## src/rtl/pc_fetch_unit.sv

```systemverilog
// pc_fetch_unit
//   Program-counter register and instruction-fetch sequencer. Holds the
//   architectural PC, fetches the instruction at PC over a req/gnt/rvalid
//   memory handshake, buffers it and presents it to decode with a
//   valid/ready handshake. When decode accepts, the PC loads the next-PC
//   adder result and the next fetch starts.
//
//   Optional build macro: IFETCH_ALIGN_CHECK_EN
//     defined   : a misaligned next_pc at the accept edge is loaded as is,
//                 raises the sticky fetch_fault and parks the unit in
//                 S_FAULT until rst.
//     undefined : next_pc[1:0] is forced to zero on load and fetch_fault
//                 is tied low.
//
//   Ports
//     clk, rst     : clock, synchronous active-high reset
//     next_pc      : next PC from the next-PC adder
//     pc           : current PC (to the next-PC adder and decode)
//     imem_req     : fetch request, held stable until imem_gnt
//     imem_addr    : fetch address (equals pc)
//     imem_gnt     : memory accepted the request
//     imem_rvalid  : read data valid
//     imem_rdata   : read data
//     instr_out    : buffered instruction to decode
//     instr_valid  : instr_out and pc are valid for decode
//     instr_ready  : decode accepts the instruction this cycle
//     instr_count  : number of instructions accepted by decode (wraps)
//     fetch_fault  : sticky misalignment fault
module pc_fetch_unit #(
    parameter logic [31:0] RESET_PC = 32'h0000_0000
) (
    input  logic        clk,
    input  logic        rst,
    input  logic [31:0] next_pc,
    output logic [31:0] pc,
    output logic        imem_req,
    output logic [31:0] imem_addr,
    input  logic        imem_gnt,
    input  logic        imem_rvalid,
    input  logic [31:0] imem_rdata,
    output logic [31:0] instr_out,
    output logic        instr_valid,
    input  logic        instr_ready,
    output logic [31:0] instr_count,
    output logic        fetch_fault
);

`ifdef IFETCH_ALIGN_CHECK_EN
    typedef enum logic [2:0] {S_IDLE, S_REQ, S_WAIT, S_HOLD, S_FAULT} state_t;
`else
    typedef enum logic [1:0] {S_IDLE, S_REQ, S_WAIT, S_HOLD} state_t;
`endif

    state_t      state_q;
    logic [31:0] pc_q;
    logic [31:0] instr_q;
    logic [31:0] cnt_q;
    logic        req_q;
    logic        vld_q;

    logic [31:0] pc_d;
    logic [31:0] cnt_d;

`ifdef IFETCH_ALIGN_CHECK_EN
    logic        fault_q;
    logic        misaligned;

    assign misaligned = (next_pc[1:0] != 2'b00);
    // A misaligned target is kept verbatim so the faulting PC is visible.
    assign pc_d       = misaligned ? next_pc : (next_pc & 32'hFFFF_FFFC);
`else
    assign pc_d       = next_pc & 32'hFFFF_FFFC;
`endif

    assign cnt_d = cnt_q + 32'd1;

    always_ff @(posedge clk) begin
        if (rst) begin
            state_q <= S_IDLE;
            pc_q    <= RESET_PC;
            instr_q <= '0;
            cnt_q   <= '0;
            req_q   <= 1'b0;
            vld_q   <= 1'b0;
`ifdef IFETCH_ALIGN_CHECK_EN
            fault_q <= 1'b0;
`endif
        end else begin
            case (state_q)
                S_IDLE: begin
                    req_q   <= 1'b1;
                    state_q <= S_REQ;
                end
                // A same-cycle rvalid is not looked at here: only gnt counts.
                S_REQ: begin
                    if (imem_gnt) begin
                        req_q   <= 1'b0;
                        state_q <= S_WAIT;
                    end
                end
                S_WAIT: begin
                    if (imem_rvalid) begin
                        instr_q <= imem_rdata;
                        vld_q   <= 1'b1;
                        state_q <= S_HOLD;
                    end
                end
                // next_pc is sampled only on this accept edge.
                S_HOLD: begin
                    if (instr_ready) begin
                        vld_q <= 1'b0;
                        cnt_q <= cnt_d;
                        pc_q  <= pc_d;
`ifdef IFETCH_ALIGN_CHECK_EN
                        if (misaligned) begin
                            fault_q <= 1'b1;
                            state_q <= S_FAULT;
                        end else begin
                            req_q   <= 1'b1;
                            state_q <= S_REQ;
                        end
`else
                        req_q   <= 1'b1;
                        state_q <= S_REQ;
`endif
                    end
                end
`ifdef IFETCH_ALIGN_CHECK_EN
                S_FAULT: begin
                    req_q <= 1'b0;
                    vld_q <= 1'b0;
                end
`endif
                default: begin
                    req_q   <= 1'b0;
                    vld_q   <= 1'b0;
                    state_q <= S_IDLE;
                end
            endcase
        end
    end

    assign pc          = pc_q;
    assign imem_addr   = pc_q;
    assign imem_req    = req_q;
    assign instr_out   = instr_q;
    assign instr_valid = vld_q;
    assign instr_count = cnt_q;
`ifdef IFETCH_ALIGN_CHECK_EN
    assign fetch_fault = fault_q;
`else
    assign fetch_fault = 1'b0;
`endif

endmodule

```

## config.mk

```make
export PLATFORM = sky130hd
export DESIGN_NAME = pc_fetch_unit
export DESIGN_NICKNAME = d
export VERILOG_FILES = /design/src/rtl/pc_fetch_unit.sv
export SDC_FILE = /design/constraint.sdc
export NUM_CORES = 1
export LEC_CHECK = 0
export ABC_AREA = 1
export CAP_MARGIN = 10
export CORE_MARGIN = 1.5
export CORE_UTILIZATION = 45
export CTS_BUF_LIST = sky130_fd_sc_hd__clkbuf_16
export CTS_CLUSTER_DIAMETER = 150
export DETAILED_ROUTE_END_ITERATION = 10
export PLACE_DENSITY = 0.86
export SLEW_MARGIN = 20
export SYNTH_ARGS = -nofsm -noshare
export SYNTH_HDL_FRONTEND = slang
export SYNTH_SLANG_ARGS = --single-unit
export TNS_END_PERCENT = 5
```

## constraint.sdc

```tcl
create_clock -name clk -period 2.7 [get_ports clk]
set_input_delay 0.54 -clock clk [delete_from_list [all_inputs] [get_ports clk]]
set_output_delay 0.54 -clock clk [all_outputs]
set_load 0.02 [all_outputs]
```

Nets reached from selected ports:
Drawn at 4 px/um.
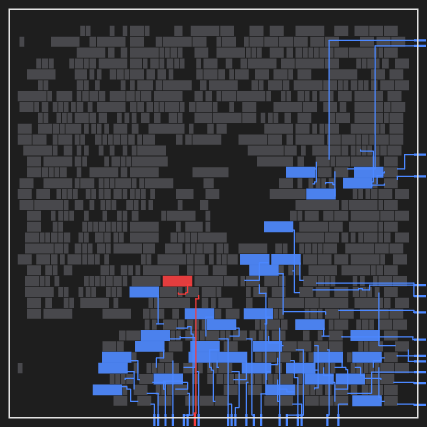
[blue] `instr_out` | bits: 32 | direction: output | edge: 19 south, 13 east | end cells: 32 | buffers: 32 | wire: 838 um
[red] `imem_req` | bits: 1 | direction: output | edge: south | end cells: 1 | buffers: 1 | wire: 37.0 um
IO Pins: 200
Port Buffers: 192

Register map, names as in the netlist:
Drawn at 3 px/um. Other sequential cells in the stronger gray, the rest of the logic in the fainter gray.
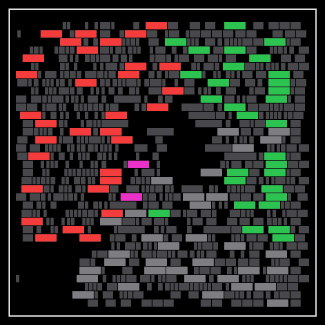
[green] `imem_addr` | placed flops: 30
[magenta] `state_q` | placed flops: 2
[red] `instr_count` | placed flops: 32

==> flow_metrics.py <==
# Metrics from the implementation run
metrics = {
    "layout": {
        "nNetsFinal": 846,
        "drive_gt1_share_pct": 5.92,
        "lay_top_cells": "clkdlybuf4s50_1 (192), nor2_1 (175), dfxtp_1 (98)",
        "syn_to_final_growth_pct": 48.0,
        "postLayoutCellArea_sq_um": 6500,
        "postLayoutCoreUtil_pct": 69.7,
        "n_fill_cell": 762,
        "mi_logic_area_sq_um": 1880,
    },
    "sta": {
        "setup_viol": 0,
        "final-max-slew-violation-count": 0,
        "fin_hold_ws_ps": 483,
        "finClkSkew_ps": 6.67,
        "period_used_pct": 73.3,
        "fmax_ghz": 0.505,
        "setup_slack_ps": 721,
    },
    "synthesis": {
        "edf_count": 0,
        "netlist_area_sq_um": 4390,
        "yosys.area.top_type": "dfxtp_1",
        "synth_warnings": 0,
        "synth.avg_cell_area_sq_um": 7.13,
        "top_cells_by_area": "dfxtp_1 (45%), nor2_1 (15%), o21ai_0 (8.9%)",
        "ys_area_sq_um": 4390,
        "yosysSeqAreaShare_pct": 44.7,
    },
    "place": {
        "gp_congestion": 0.932,
        "preCtsSetupSlack_ps": 587,
    },
    "grt": {
        "grt_overflow": 0,
        "grt_use_met1_pct": 27.3,
        "grtUsageMet3_pct": 5.80,
        "grt.busiest_layer": "met2",
        "antenna_found_initial": 0,
    },
    "critical_path": {
        "endpoint_kind": "primary output",
        "cp-start-kind": "flop",
        "critPathKind": "flop to primary output",
    },
    "detailed_routing": {
        "num_vias": 4465,
        "wl_met1_um": 4960,
        "wl_um": 12700,
        "via_per_inst": 4.93,
    },
    "clocking": {
        "post_cts_buffers": 0,
        "clkTransAtPathRegs_ps": 70,
    },
    "min_path": {
        "hold_class": "flop to flop",
    },
    "die": {
        "die_area_sq_um": 10400,
        "dieWidth_um": 102,
        "core_sq_um": 9330,
    },
    "power_and_ir_drop": {
        "ir_drop_uv": 432,
        "fin_total_pwr_w": 0.00427,
        "power_density_nw_per_um2": 658,
    },
    "flow_run": {
        "warnings": 31,
    },
    "run_status": {
        "outcome": "finished, final reports clean",
    },
}
[worst paths after layout]
path	startpoint	endpoint	slack, ps	cells after the start
setup reg to reg	state_q[1]	instr_count[14]	1040	8
hold / removal	instr_out[15]	instr_out[15]	480	2
setup / recovery	instr_count[11]	instr_count[11]	720	1
hold reg to reg	instr_out[15]	instr_out[15]	480	2
[where the power goes]
| part | total, W | internal, W | switching, W |
|---|---|---|---|
| sequential | 0.00172 | 0.00162 | 0.000105 |
| combinational | 0.00130 | 0.000602 | 0.000699 |
| clock | 0.00125 | 0.000717 | 0.000533 |
[flip-flops by register name, summed over array words and instances, names as in the netlist]
signal,count
state_q,2
imem_addr,30
instr_out,32
instr_valid,1
imem_req,1
instr_count,32
[worst min-delay path, delay by kind of cell (launching register included)]
family           cells  cell delay [ps]
AND/OR/NAND/NOR      2              130
flip-flops           1              320
[kinds of logic (layout without fill, tap and decap cells)]
kind of cell	count (synthesis)	after routing	synth area share, %
other	1	5	0.0854
xor gates and xnor gates	2	2	0.399
AOI/OAI and AO/OA	97	97	11.2
DFF	98	98	44.7
adders and majority gates	5	5	1.42
buffers and inverters	111	268	12.8
and+or+nand+nor	302	302	29.4
[cell usage after synthesis (4+ instances only)]
library cell  count
a21oi_1          16
buf_2             5
buf_4            35
clkbuf_1         16
dfxtp_1          98
ha_1              5
inv_1            52
nand2_1          69
nand2_2           6
nand3_1          24
nand3_2           4
nand4_1           9
nor2_1          175
nor2_2            7
nor2_4            6
o21ai_0          78
[layout make-up]
type | instances | area share [%]
clock buffers | 9 | 3.47
multi-input cells | 411 | 28.9
well taps | 129 | 2.48
clock inverters | 7 | 1.06
inverters | 53 | 3.08
repair buffers | 199 | 30.8
flip-flops and latches | 98 | 30.2
Power figures rest on the tool's default switching activity, not on a simulated workload.
